Design input_capture_unit, sky130hd; sources not shown.
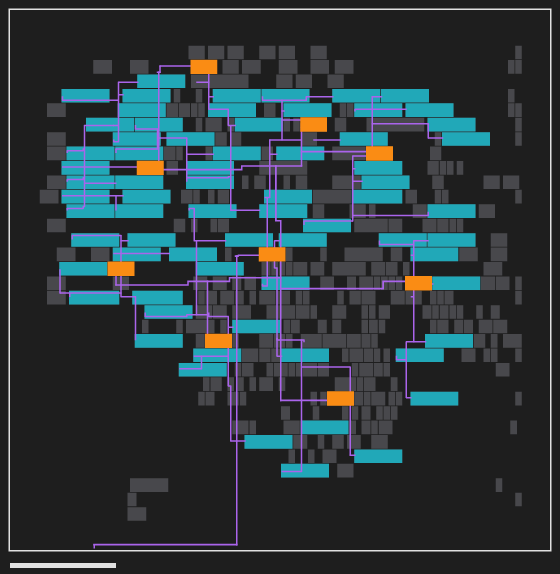
Run 1: clock wires, drivers and flops
The bar under the picture is 20 um long.
clock wires -> purple  # length 921 um
clock-net drivers -> orange  # count 9
flip-flops -> cyan  # count 69
routed clock nets = 10
Skew-Pair Late Insertion Delay: 360 ps
clock share of power: 0.408
Clk power: 1.64 mW

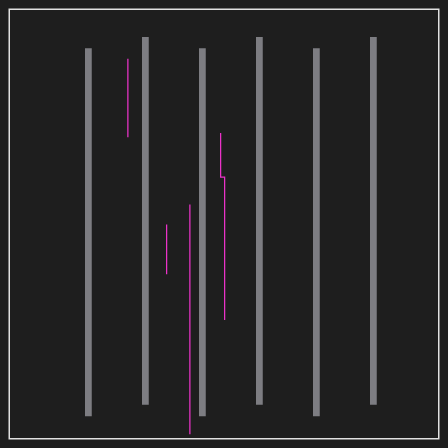
Run 1: met4 routing
Supply wires on this layer in gray.
share of all routed wire = 2.3%
nets with wire on the layer = 2
main direction = vertical
wire length on this layer = 129 um
DR vias: 2,020
routed wire length: 5655 um

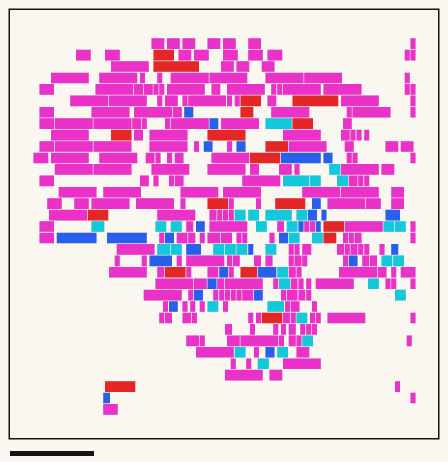
Run 1: cell sizes after repair
The bar under the picture is 20 um long.
x6 and larger -> red  # cells 19, share 5.3%
x1 and smaller -> magenta  # cells 270, share 76%
x2 -> blue  # cells 30, share 8.4%
x3 and x4 -> cyan  # cells 37, share 10%
Final Worst Setup Slack: -23.42 ps
post-route standard cell area excluding fillers: 3765 um^2
relative area change from synthesis to final layout: 35.24%

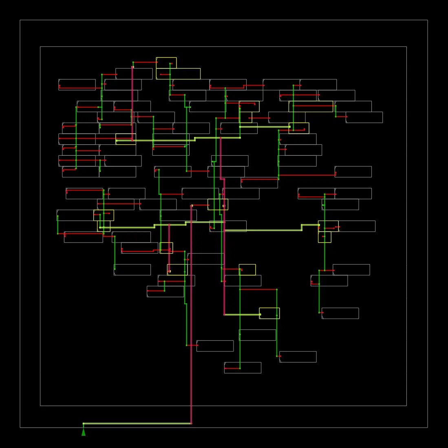
Run 1: clock nets
number of clock-tree buffers in the layout: 9
registers: 69
clock buffers created by TritonCTS: 9
total number of clock tree sinks: 69

==> results.txt, run 1 <==
Reports from this run.

- The flow ran to the end, but the final reports show violations.
- The checks that failed: negative setup slack.
- Looking at the VDD voltage map, the peak drop is 0.5629 mV.
- The power density of the placed cells reads 1070 nW/um^2.
- The category of the critical setup timing path reads reg -> reg.
- The family with the most delay on the worst path reads simple AND/OR/NAND/NOR gates.
- The TritonCTS clock tree is built.
- The number of buffers between clock root and the deepest sink reads 2.
- The simple-gate portion of the synthesized area reads 0.2378.
- The final cycle utilization of the critical path is 1.015.
- The number of warnings reported in the stage logs is 28.
- STA classifies the critical path endpoint as a register.
- The final total negative setup slack reads -115.6 ps.
- The final critical-path required period reads about 1600 ps.
- The highest metal layer with signal wires is met4.
- By count the netlist is led by 66 x dfrtp_1, 57 x nand2_1, 33 x nor2_1, 25 x inv_1, 19 x nand4_1.
- The maximum clock rate is 0.6160 GHz.
- The final timing report lists a max-slew violation count of 0.
- The critical path endpoint has a required time of roughly 1800 ps.
- At the end of the flow, the number of nets in the layout was 372.
- The top-area cell type share of the netlist area is 0.5933.
- Total global-route track usage over all layers is 0.1187.
- The worst setup path is launched from a register.
- The final weighted congestion in routability-driven placement is 0.8324.
- The number of DRC markers after the initial detailed-route iteration is 85.
- The timing report gives the worst reg2reg path a setup slack of -20 ps.
- On the reported timing paths, the clock transition at the registers reads around 80 ps.
- After layout, the worst setup slack is -23.42 ps.
- The number of placement rows reads 33.
- The floorplan core density is 0.3388.
- The fraction of area in multi-input gates reads 0.2449.
- The count of inverters other than clock inverters in the layout reads 26.
- The sequential standard cell area is between 1500 and 2000 um^2.
- The post-detailed-route wirelength per cell is ~12 um.
- In the detailed route, the total length drawn on met3 is 333 um.
- The pre-CTS setup slack is -373.1 ps.
- The dominant kind of cell is flip-flops and latches.
- The antenna diode count is 0.
- The number of instances in the placed design reads around 440.
- The top flip-flop cell by instance count after synthesis is dfrtp_1.
- The total die size reads between 10,000 and 15,000 um^2.
- The total setup buffers inserted after CTS is 0.
- The sum of internal, switching and leakage power reads ~4 mW.
- The stage delay of the slowest cell on the critical path reads roughly 570 ps.
- The H-tree generated during clock tree synthesis spans 3 levels.
- Wire segments on met2 add up to ~2600 um in the final route.
- approximately 54 I/O pins were placed.
- The cell type with the largest total area after synthesis is dfrtp_1.
- The count of endpoints failing setup in the final report is 12.
- The die width reads about 100 um.
- The part of the Yosys area used for sequential elements reads 0.6216.
- The number of instances in the synthesized netlist reads between 200 and 300.
- The number of cells on the worst reg-to-reg path is 9.
- The tap cell instance count reads roughly 110.
- The tally of max-capacitance violations reads 0.
- The largest fanout on the critical path is 8.
- The via-per-instance ratio reads 4.382.
- The timing report notes that buffer and inverter cells on the critical path total 2.
- The end-of-flow core utilization is 0.4582.
- The core region is about 8200 um^2.
==> run 1: power breakdown <==
part,internal (mW),leakage (nW),switching (mW),total [mW]
logic,0.240,0.907,0.294,0.534
registers,1.82,0.873,0.0287,1.85
clock network,0.904,0.116,0.741,1.64
total,2.97,1.90,1.06,4.03
==> run 1: cell families (layout without fill, tap and decap cells) <==
group / after synthesis / in the layout
AND/OR/NAND/NOR: 139 / 140
flip-flops: 69 / 69
buffers and inverters: 49 / 114
AND-OR/OR-AND: 9 / 9
XOR/XNOR: 7 / 7
adder cells (fa/ha/maj): 1 / 1
other: 1 / 16
==> run 1: metal layers <==
layer  vias up  track usage
met5         -            0
met4         0      0.05449
met3        11      0.04642
met2        51       0.1766
met1       952       0.1532
li1       1006            -
## Run 2: what changed since run 1
Settings changed: CELL_PAD_IN_SITES_DETAIL_PLACEMENT from default to 1, CELL_PAD_IN_SITES_GLOBAL_PLACEMENT from default to 1, CORE_UTILIZATION 33 to 35, PLACE_DENSITY 0.6 to 0.77.
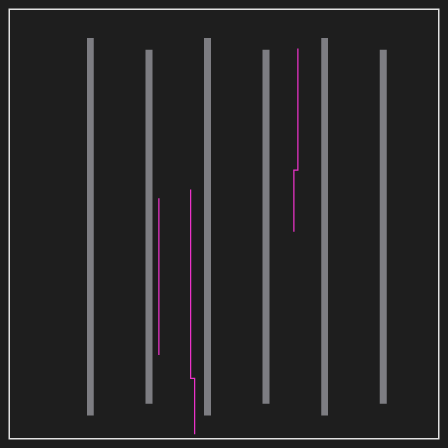
Run 2: met4 routing
Supply wires on this layer in gray.
share of all routed wire = 1.9%
longest straight run = 43.7 um
nets with wire on the layer = 2
wire length on this layer = 137 um
DR vias: 2,135
routed wire length: 7137 um

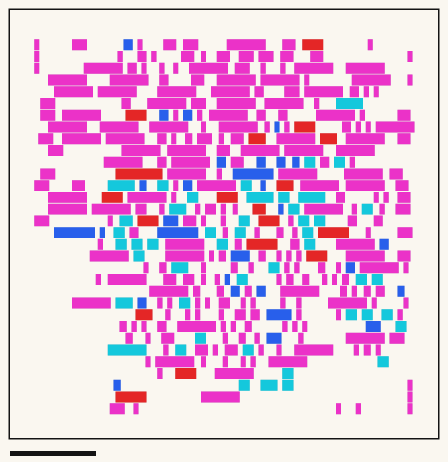
Run 2: cell sizes after repair
The bar under the picture is 20 um long.
x3 and x4 -> cyan  # cells 47, share 13%
x2 -> blue  # cells 29, share 8.0%
x1 and smaller -> magenta  # cells 267, share 74%
x6 and larger -> red  # cells 18, share 5.0%
relative area change from synthesis to final layout: 36.63%
post-route standard cell area excluding fillers: 3804 um^2

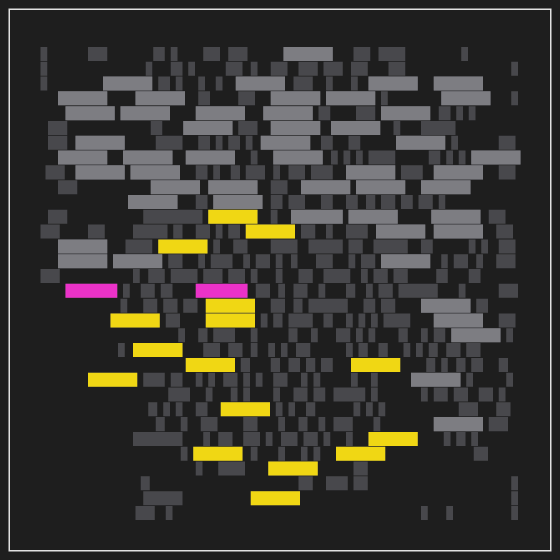
Run 2: where the registers sit
Other sequential cells in the stronger gray, the rest of the logic in the fainter gray.
key_sync -> magenta  # placed flops 2
cnt -> yellow  # placed flops 16
not colored = 51
post-layout util: 0.4922
power of the sequential group: 1.86 mW

==> results.txt, run 2 <==
Reports from this run.

- The total tool warning count reads 28 (unchanged).
- The met3 wire length is 319 um (was 333 um).
- The global-route congestion overflow total came to 0 (unchanged).
- The pre-CTS setup slack is -415.0 ps (was -373.1 ps).
- The post-synthesis adder-cell area fraction reads 0.004494 (unchanged).
- The highest metal layer with signal wires reads met4 (unchanged).
- The later-pin clock latency in the skew report was 350 ps (was 360 ps).
- The sequential standard cell area was 1730 um^2 (unchanged).
- The global routing usage on met3 was 0.02805 (was 0.04642).
- The TritonCTS clock tree reads built (unchanged).
- The final critical-path required period is 1704 ps (was 1623 ps).
- The antenna diode count is 0 (unchanged).
- The post-synthesis cell area was 2784 um^2 (unchanged).
- The number of buffers between clock root and the deepest sink is 2 (unchanged).
- The CTS sink count is 69 (unchanged).
- The critical path capture point type is a register (unchanged).
- The maximum clock rate is 0.5870 GHz (was 0.6160 GHz).
- The total core area reads 7727 um^2 (was 8217 um^2).
- The sum of internal, switching and leakage power is 3.823 mW (was 4.029 mW).
- The XOR/XNOR share of the synthesized area is 0.02202 (unchanged).
- The total setup buffers inserted after CTS is 3 (was 0).
- Setup repair after global routing missed its margin: yes (unchanged).
- The sequential cell count of the final layout is 69 (unchanged).
- Most used standard cells in the synthesized netlist: 66 x dfrtp_1, 57 x nand2_1, 33 x nor2_1, 25 x inv_1, 19 x nand4_1 (unchanged).
- The stage delay of the slowest cell on the critical path came to 420 ps (was 570 ps).
- The clock buffer count from CTS is 9 (unchanged).
- The total die size is 9838 um^2 (was 10,370 um^2).
- The post-detailed-route wirelength per cell reads 15.41 um (was 12.27 um).
- The maximum level of the CTS H-tree is 3 (unchanged).
- The total number of nets in the final design is 378 (was 372).
- The clock-pin slew on the worst setup and hold paths reads 80 ps (about the same).
- The depth of the worst register-to-register path is 8 (was 9).
- The largest fanout on the critical path reads 8 (unchanged).
- The count of inverters other than clock inverters in the layout reads 26 (unchanged).
- The number of pins with negative max-slew slack in the final report is 0 (unchanged).
- The routed wire length on met2 is 3832 um (was 2612 um).
- The cell type with the largest total area after synthesis is dfrtp_1 (unchanged).
- The die width reads 99.19 um (was 101.9 um).
- The number of global-route vias before repair is 2,308 (was 1,987).
- The top flip-flop cell by instance count after synthesis is dfrtp_1 (unchanged).
- The met1 usage in global routing came to 0.1711 (was 0.1532).
- The tap cell instance count reads 102 (was 105).
- The startpoint type of the worst setup path is a register (unchanged).
- The average size of a mapped cell came to 10.12 um^2 (unchanged).
- The dominant kind of cell reads flip-flops and latches (unchanged).
- The arrival time at the worst endpoint came to 1880 ps (was 1780 ps).
- The power density of the placed cells reads 1005 nW/um^2 (was 1070 nW/um^2).
- The final total negative setup slack came to -801.4 ps (was -115.6 ps).
- The part of the Yosys area used for sequential elements reads 0.6216 (unchanged).
- The all-layer global routing usage was 0.1463 (was 0.1187).
- The hold slack is 248.9 ps (was 251.4 ps).
- The share of synthesized cell area in and-or and or-and compound cells is 0.01933 (unchanged).
- The post-synthesis cell count from yosys is 275 (unchanged).
- The via-per-instance ratio is 4.611 (was 4.382).
- The number of instances in the synthesized netlist reads 275 (unchanged).
- The global-route track usage on met2 reads 0.2557 (was 0.1766).
- The reg2reg setup slack came to -100 ps (was -20 ps).
- The count of endpoints failing setup in the final report is 25 (was 12).
- The simple-gate portion of the synthesized area was 0.2378 (unchanged).
- The prevailing logic family in the synthesized netlist is simple AND/OR/NAND/NOR gates (unchanged).
- Cells along the critical path: ha_4 -> nand3_4 -> inv_2 -> nand3_4 -> nor2_8 -> buf_6 -> nand4_1 -> nand2_2 (was inv_2 -> nand2_2 -> nand2_2 -> inv_2 -> nand3_4 -> nor2_8 -> nand3_4 -> nand2_2 -> nand2_1).
- The placed wire-length estimate after detailed placement is 4639 um (was 3781 um).
- Outcome: finished, violations left (unchanged).
- The category of the critical setup timing path reads reg -> reg (unchanged).
- The total I/O pin count is 54 (unchanged).
- The fraction of area in multi-input gates reads 0.2556 (was 0.2449).
- The number of DRC markers after the initial detailed-route iteration is 73 (was 85).
- The number of placement rows came to 32 (was 33).
- The worst endpoint required time was 1780 ps (was 1750 ps).
- The final weighted congestion in routability-driven placement is 0.8194 (was 0.8324).
- The busiest layer in global routing is met2 (unchanged).
- The tally of max-capacitance violations is 0 (unchanged).
- Violated checks: negative setup slack (unchanged).
- The final cycle utilization of the critical path was 1.065 (was 1.015).
- The number of logic gates is 173 (unchanged).
- The floorplan core density is 0.3603 (was 0.3388).
- The worst IR drop on VDD reads 0.4952 mV (was 0.5629 mV).
- The pin count of the biggest net entering global routing came to 70 (unchanged).
- The register fraction of the total cell area reads 0.4549 (was 0.4596).
- The number of instances in the placed design is 441 (was 440).
- The top-area cell type share of the netlist area is 0.5933 (unchanged).
- The setup slack after layout reads -103.6 ps (was -23.42 ps).
- The clock buffer instance count of the final layout is 9 (unchanged).
[run 2: cell count changes in the layout (fill, tap and decap cells not counted), sizes merged]
cell / previous run / this run
clkinvlp: 0 / 2
clkbuf: 10 / 9
buf: 36 / 43
inv: 29 / 27
bufinv: 2 / 1
[run 2: worst max-delay path, delay by kind of cell, from the launching register on]
kind                       cells  cell delay [ps]
and+or+nand+nor                5              650
DFF                            1              420
buffers and inverters          2              280
adders and majority gates      1              190
[run 2: report_power, final]
group          switching [mW]  internal [mW]
clock                   0.661          0.710
sequential             0.0357           1.82
combinational           0.328          0.266
total                    1.02           2.80
Power and IR drop assume default switching activity.
